==> run_1/clock_map.png <==
Scale bar: 20 um.
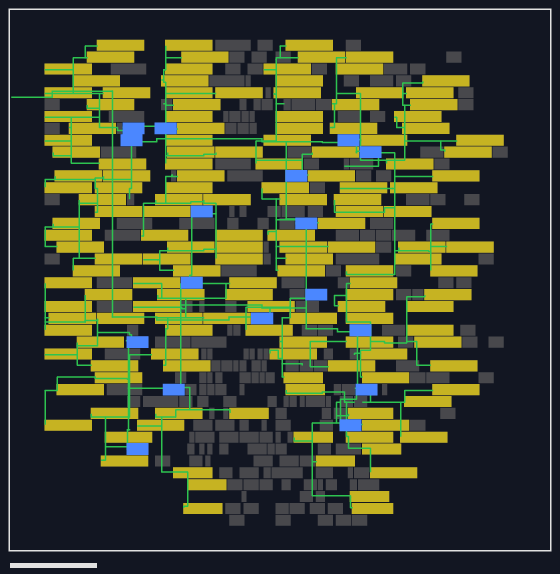
==> run_1/port_nets.png <==
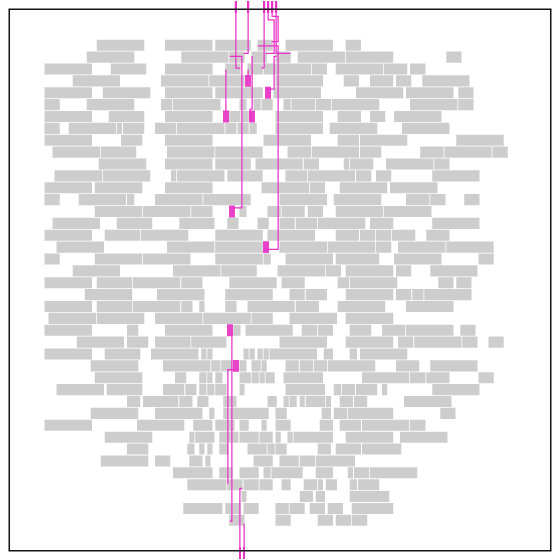
==> run_1/final_clocks.png <==
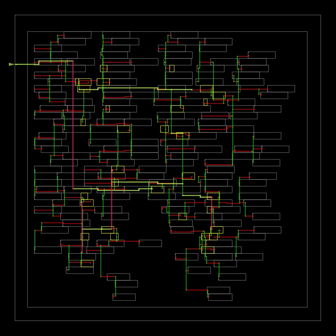
==> config.mk <==
export PLATFORM = sky130hd
export DESIGN_NAME = rx_byte_fifo_flat
export DESIGN_NICKNAME = d
export VERILOG_FILES = /design/src/rtl/rx_byte_fifo_pkg.sv /design/src/rtl/rx_byte_fifo_if.sv /design/src/rtl/rx_byte_fifo_edge_pulse.sv /design/src/rtl/rx_byte_fifo.sv /design/src/flat_wrapper.sv
export SDC_FILE = /design/constraint.sdc
export NUM_CORES = 1
export LEC_CHECK = 0
export CORE_MARGIN = 5
export CORE_UTILIZATION = 50
export CTS_BUF_LIST = sky130_fd_sc_hd__clkbuf_4 sky130_fd_sc_hd__clkbuf_8
export DETAILED_ROUTE_END_ITERATION = 8
export PLACE_DENSITY = 0.72
export SLEW_MARGIN = 25
export SYNTH_ARGS = -nofsm -noshare
export SYNTH_HDL_FRONTEND = slang
export SYNTH_HIERARCHICAL = 1
export SYNTH_SLANG_ARGS = --single-unit
==> constraint.sdc <==
create_clock -name clk -period 8.44 [get_ports clk]
set_input_delay 2.532 -clock clk [delete_from_list [all_inputs] [get_ports clk]]
set_output_delay 2.532 -clock clk [all_outputs]
set_load 0.1 [all_outputs]
==> src/rtl/rx_byte_fifo_pkg.sv <==
// Shared UART/receive-path constants: bit timing, word size and buffer depths.
package rx_byte_fifo_pkg;

  localparam int CLK_HZ         = 27_000_000;
  localparam int BAUD_RATE      = 9600;
  localparam int DELAY_FRAMES   = CLK_HZ / BAUD_RATE;
  localparam int BIT_PER_WORD   = 8;
  localparam int RX_FIFO_DEPTH  = 16;
  localparam int TX_BUFFER_SIZE = 8;

  // Pointer width including the wrap bit.
  function automatic int ptr_width(input int depth);
    return $clog2(depth) + 1;
  endfunction

endpackage

==> src/rtl/rx_byte_fifo_if.sv <==
// Receive FIFO bus: uart_rx-side push inputs and consumer-side FWFT pop outputs.
// rx_ready is a level; each rising edge pushes {rx_err, rx_data} once. The head
// (rd_data/rd_err) is valid whenever empty=0 and rd_en pops it on the clock edge.
interface rx_byte_fifo_if
  import rx_byte_fifo_pkg::*;
#(
  parameter int DEPTH = RX_FIFO_DEPTH,
  parameter int WIDTH = BIT_PER_WORD
);

  logic [WIDTH-1:0]            rx_data;
  logic                        rx_ready;
  logic                        rx_err;
  logic                        rd_en;
  logic                        clr_ovf;
  logic [WIDTH-1:0]            rd_data;
  logic                        rd_err;
  logic                        empty;
  logic                        full;
  logic [ptr_width(DEPTH)-1:0] count;
  logic                        overflow;

  modport master (
    output rx_data, rx_ready, rx_err, rd_en, clr_ovf,
    input  rd_data, rd_err, empty, full, count, overflow
  );

  modport slave (
    input  rx_data, rx_ready, rx_err, rd_en, clr_ovf,
    output rd_data, rd_err, empty, full, count, overflow
  );

endinterface

==> src/rtl/rx_byte_fifo_edge_pulse.sv <==
// Rising-edge detector; the delay register resets to 1 so a level already high
// at reset release does not produce a pulse.
module edge_pulse (
  input  logic clk,
  input  logic rst_n,
  input  logic level_i,
  output logic pulse_o
);

  logic level_q;

  always_ff @(posedge clk or negedge rst_n) begin
    if (!rst_n) level_q <= 1'b1;
    else        level_q <= level_i;
  end

  assign pulse_o = level_i & ~level_q;

endmodule

==> src/rtl/rx_byte_fifo.sv <==
// First-word-fall-through byte FIFO between uart_rx and the application
// controller; stores each byte with its framing-error tag, sticky overflow.
module rx_byte_fifo
  import rx_byte_fifo_pkg::*;
#(
  parameter int DEPTH = RX_FIFO_DEPTH,
  parameter int WIDTH = BIT_PER_WORD
) (
  input logic           clk,
  input logic           rst_n,
  rx_byte_fifo_if.slave bus
);

  localparam int AW = $clog2(DEPTH);
  localparam int PW = AW + 1;

  logic [WIDTH:0]  mem_q [DEPTH];
  logic [PW-1:0]   wr_ptr_q, wr_ptr_d;
  logic [PW-1:0]   rd_ptr_q, rd_ptr_d;
  logic            ovf_q, ovf_d;
  logic            push;
  logic            empty, full;
  logic            do_pop, do_push, drop;

  edge_pulse u_rx_edge (
    .clk     (clk),
    .rst_n   (rst_n),
    .level_i (bus.rx_ready),
    .pulse_o (push)
  );

  assign empty = (wr_ptr_q == rd_ptr_q);
  assign full  = (wr_ptr_q[AW-1:0] == rd_ptr_q[AW-1:0]) && (wr_ptr_q[AW] != rd_ptr_q[AW]);

  // A pop on the same edge frees the slot, so a push into a full FIFO survives.
  assign do_pop  = bus.rd_en & ~empty;
  assign do_push = push & (~full | do_pop);
  assign drop    = push & full & ~do_pop;

  always_comb begin
    wr_ptr_d = wr_ptr_q;
    rd_ptr_d = rd_ptr_q;
    ovf_d    = ovf_q;
    if (do_push)          wr_ptr_d = wr_ptr_q + PW'(1);
    if (do_pop)           rd_ptr_d = rd_ptr_q + PW'(1);
    if (drop)             ovf_d    = 1'b1;
    else if (bus.clr_ovf) ovf_d    = 1'b0;
  end

  always_ff @(posedge clk or negedge rst_n) begin
    if (!rst_n) begin
      wr_ptr_q <= '0;
      rd_ptr_q <= '0;
      ovf_q    <= 1'b0;
    end else begin
      wr_ptr_q <= wr_ptr_d;
      rd_ptr_q <= rd_ptr_d;
      ovf_q    <= ovf_d;
    end
  end

  always_ff @(posedge clk) begin
    if (do_push) mem_q[wr_ptr_q[AW-1:0]] <= {bus.rx_err, bus.rx_data};
  end

  assign {bus.rd_err, bus.rd_data} = mem_q[rd_ptr_q[AW-1:0]];
  assign bus.empty    = empty;
  assign bus.full     = full;
  assign bus.count    = wr_ptr_q - rd_ptr_q;
  assign bus.overflow = ovf_q;

endmodule

==> src/flat_wrapper.sv <==
// flat-port wrapper written by rule: the top's interface ports become plain ports
module rx_byte_fifo_flat import rx_byte_fifo_pkg::*;
#(
  parameter int DEPTH = RX_FIFO_DEPTH,
  parameter int WIDTH = BIT_PER_WORD
)
  (clk, rst_n, bus_rx_data, bus_rx_ready, bus_rx_err, bus_rd_en, bus_clr_ovf, bus_rd_data, bus_rd_err, bus_empty, bus_full, bus_count, bus_overflow);
  rx_byte_fifo_if #(.DEPTH(DEPTH), .WIDTH(WIDTH)) bus_i ();
  input logic clk;
  input logic rst_n;
  input wire logic [$bits(bus_i.rx_data)-1:0] bus_rx_data;
  input wire logic [$bits(bus_i.rx_ready)-1:0] bus_rx_ready;
  input wire logic [$bits(bus_i.rx_err)-1:0] bus_rx_err;
  input wire logic [$bits(bus_i.rd_en)-1:0] bus_rd_en;
  input wire logic [$bits(bus_i.clr_ovf)-1:0] bus_clr_ovf;
  output wire logic [$bits(bus_i.rd_data)-1:0] bus_rd_data;
  output wire logic [$bits(bus_i.rd_err)-1:0] bus_rd_err;
  output wire logic [$bits(bus_i.empty)-1:0] bus_empty;
  output wire logic [$bits(bus_i.full)-1:0] bus_full;
  output wire logic [$bits(bus_i.count)-1:0] bus_count;
  output wire logic [$bits(bus_i.overflow)-1:0] bus_overflow;
  assign bus_i.rx_data = bus_rx_data;
  assign bus_i.rx_ready = bus_rx_ready;
  assign bus_i.rx_err = bus_rx_err;
  assign bus_i.rd_en = bus_rd_en;
  assign bus_i.clr_ovf = bus_clr_ovf;
  assign bus_rd_data = bus_i.rd_data;
  assign bus_rd_err = bus_i.rd_err;
  assign bus_empty = bus_i.empty;
  assign bus_full = bus_i.full;
  assign bus_count = bus_i.count;
  assign bus_overflow = bus_i.overflow;
  rx_byte_fifo #(.DEPTH(DEPTH), .WIDTH(WIDTH)) u_core (.clk(clk), .rst_n(rst_n), .bus(bus_i));
endmodule
==> impl_metrics.toml, run 1 <==
# generated from flow reports
[run_status]
outcome = "finished clean"

[sta]
clock_skew_ps = 15.1
slew_headroom = 0.327
min_period_ps = 6290
fin_hold_ws_ps = 526

[yosys]
area_leaders = "edfxtp_1, mux4_2, mux2i_1"
yosys_most_used_dff = "edfxtp_1"
synthArstFlopShare = 0.0769
synth_top_area_share = 0.669
yosysChipArea_sq_um = 6460
syn-num-nets = 373
ys_types = 38

[die]
die_height_um = 124
fp_util = 0.512
ioPinCount = 31
fp.dieW_um = 124

[cts]
h-tree-depth = 4
clock_latency_ps = 430

[route]
ant_nets = 0
drc = 0
wl_um = 12100

[global_route]
grt_pass1_vias = 3287
grt_use_total = 0.173

[final_layout]
final_common_cell = "edfxtp_1"

[pwr]
Back to the opening pictures, clock_map.png:
[blue] cells driving clock nets | count: 17
[yellow] flip-flops | count: 156
[green] clock wires | length: 1590 um
flops lie: all over the die

Back to the opening pictures, port_nets.png:
[magenta] `bus_rd_data` | bits: 8 | direction: output | edge: 6 top, 2 bottom | end cells: 8 | buffers: 8 | wire: 295 um

Back to the opening pictures, final_clocks.png:
flip-flops: 156
total CTS buffers: 17

run 1: routing by layer:
| layer | track usage | share of wire | vias to the layer above |
|---|---|---|---|
| li1 | - | - | 1469 |
| met1 | 0.226 | 0.44 | 1666 |
| met2 | 0.278 | 0.50 | 72 |
| met3 | 0.0504 | 0.050 | 12 |
| met4 | 0.0616 | 0.011 | 0 |
| met5 | 0 | 0 | - |
run 1: critical path, delay by kind of cell (launching register included):
kind / cells / cell delay [ps]
AND/OR/NAND/NOR: 2 / 730
flip-flops: 1 / 950
AND-OR/OR-AND: 2 / 340
buffers and inverters: 2 / 1310
run 1: stage by stage:
| stage | cell area, sq um | utilization |
|---|---|---|
| 6_report | 7280 | 0.577 |
| 2_1_floorplan | 6460 | - |
| 4_1_cts | 7240 | 0.574 |
| 5_1_grt | 7280 | 0.577 |
| 3_5_place_dp | 6910 | 0.547 |
| 3_3_place_gp | 6910 | 0.547 |
run 1: final cells by class:
| class | count | area [sq um] | share of cell area |
|---|---|---|---|
| Timing Repair Buffer | 37 | 373 | 0.0512 |
| Tap cell | 172 | 215 | 0.0296 |
| Inverter | 9 | 33.8 | 0.00464 |
| Multi-Input combinational cell | 167 | 1690 | 0.232 |
| Sequential cell | 156 | 4630 | 0.636 |
| Clock inverter | 14 | 93.8 | 0.0129 |
| Clock buffer | 18 | 241 | 0.0332 |
run 1: path summary, 6_finish.rpt:
path,from,endpoint,slack [ps]
min reg2reg,u_core/wr_ptr_q[4]$_DFFE_PN0P_,u_core/wr_ptr_q[4]$_DFFE_PN0P_,530
min,u_core/wr_ptr_q[4]$_DFFE_PN0P_,u_core/wr_ptr_q[4]$_DFFE_PN0P_,530
max,u_core/rd_ptr_q[1]$_DFFE_PN0P_,bus_rd_data[2],2150
max reg2reg,u_core/rd_ptr_q[3]$_DFFE_PN0P_,u_core/mem_q[14][4]$_DFFE_PP_,4990
max in group asynchronous,rst_n,u_core/rd_ptr_q[0]$_DFFE_PN0P_,5550
min in group asynchronous,rst_n,u_core/rd_ptr_q[1]$_DFFE_PN0P_,2470
run 1: logic make-up (layout without fill, tap and decap cells):
family / after synthesis / after routing / share of synthesized area
compound gates: 45 / 45 / 0.0686
xor+xnor: 12 / 12 / 0.0174
fa+ha+maj: 10 / 10 / 0.0205
buf+inv: 26 / 78 / 0.0234
flops: 156 / 156 / 0.716
mux: 54 / 54 / 0.119
simple gates: 46 / 46 / 0.0354
run 1: flip-flops by register name (all words and copies together), names as in the netlist:
signal and cells:
u_core/mem_q 144, u_core/rd_ptr_q 5, u_core/wr_ptr_q 5, u_core/bus.overflow 1, u_core/u_rx_edge/level_q 1
## Run 2: what changed since run 1
==> constraint.sdc (replaced) <==
create_clock -name clk -period 5.8 [get_ports clk]
set_input_delay 1.74 -clock clk [delete_from_list [all_inputs] [get_ports clk]]
set_output_delay 1.74 -clock clk [all_outputs]
set_load 0.1 [all_outputs]
==> run_2/metal_stack.png <==
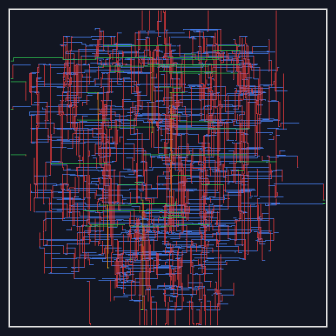
[green] met3 | wire length: 640 um
[blue] met1 | wire length: 5240 um
[orange] met4 | wire length: 152 um
[red] met2 | wire length: 6090 um

==> impl_metrics.toml, run 2 <==
# generated from flow reports
[final_layout]
final_common_cell = "edfxtp_1"
regArea_sq_um = 4630
logic_area_sq_um = 1690
largest_reg_flops = 144

[route]
ant_nets = 0

[yosys]
ys_types = 38
synth_top_area_share = 0.669
synthArstFlopShare = 0.0769
area_leaders = "edfxtp_1, mux4_2, mux2i_1"
yosys_most_used_dff = "edfxtp_1"

[worst_hold_path]
hold_end = "u_core/rd_ptr_q[4]$_DFFE_PN0P_"

[run_status]
outcome = "finished clean"

[sta]
slew_headroom = 0.287
min_period_ps = 4650
clock_skew_ps = 9.25

[setup_path]
regToRegSetupSlack_ps = 2290
rr_endpoint = "u_core/mem_q[5][1]$_DFFE_PP_"

[cts]
h-tree-depth = 4

[global_route]
grt_pass1_vias = 3344
grt_use_total = 0.170

[die]
fp_util = 0.512
## run 2: cell counts after synthesis
Identical to the previous run, type by type.
## run 2: per-layer routing
metal	vias to the layer above	GRT usage	part of all wire
li1	1473	-	-
met1	1692	0.237	0.43
met2	93	0.271	0.50
met3	12	0.0368	0.053
met4	0	0.0526	0.012
met5	-	0	0
## run 2: through the flow
stage	instance area, sq um	utilization
after floorplan	6460	-
after global placement	6880	0.545
after detailed placement	6880	0.545
after CTS	7260	0.575
after global routing	7260	0.575
final	7260	0.575
## run 2: cell type report
cell class / count / area share
Sequential cell: 156 / 0.637
Multi-Input combinational cell: 167 / 0.233
Timing Repair Buffer: 37 / 0.0434
Clock buffer: 20 / 0.0353
Tap cell: 172 / 0.0296
Clock inverter: 11 / 0.0167
Inverter: 9 / 0.00465
## run 2: critical path, stage by stage (launching register included)
cell and delay, ps:
dfrtp_4 890, ha_1 400, inv_1 70, clkdlybuf4s50_1 1120
## run 2: logic make-up after synthesis
| group | count (synthesis) | synth area share |
|---|---|---|
| compound gates | 45 | 0.0686 |
| xor+xnor | 12 | 0.0174 |
| fa+ha+maj | 10 | 0.0205 |
| buf+inv | 26 | 0.0234 |
| flops | 156 | 0.716 |
| mux | 54 | 0.119 |
| simple gates | 46 | 0.0354 |
## run 2: worst max path at each step
stage / startpoint / slack (ps) / to
2_1_floorplan: u_core/rd_ptr_q[1]$_DFFE_PN0P_ / 1140 / bus_count[3]
3_3_place_gp: u_core/rd_ptr_q[0]$_DFFE_PN0P_ / 1580 / bus_count[0]
3_5_place_dp: u_core/rd_ptr_q[0]$_DFFE_PN0P_ / 1560 / bus_count[0]
4_1_cts: u_core/rd_ptr_q[0]$_DFFE_PN0P_ / 1080 / bus_count[0]
5_1_grt: u_core/rd_ptr_q[1]$_DFFE_PN0P_ / 940 / bus_count[4]
6_report: u_core/rd_ptr_q[0]$_DFFE_PN0P_ / 1150 / bus_count[0]
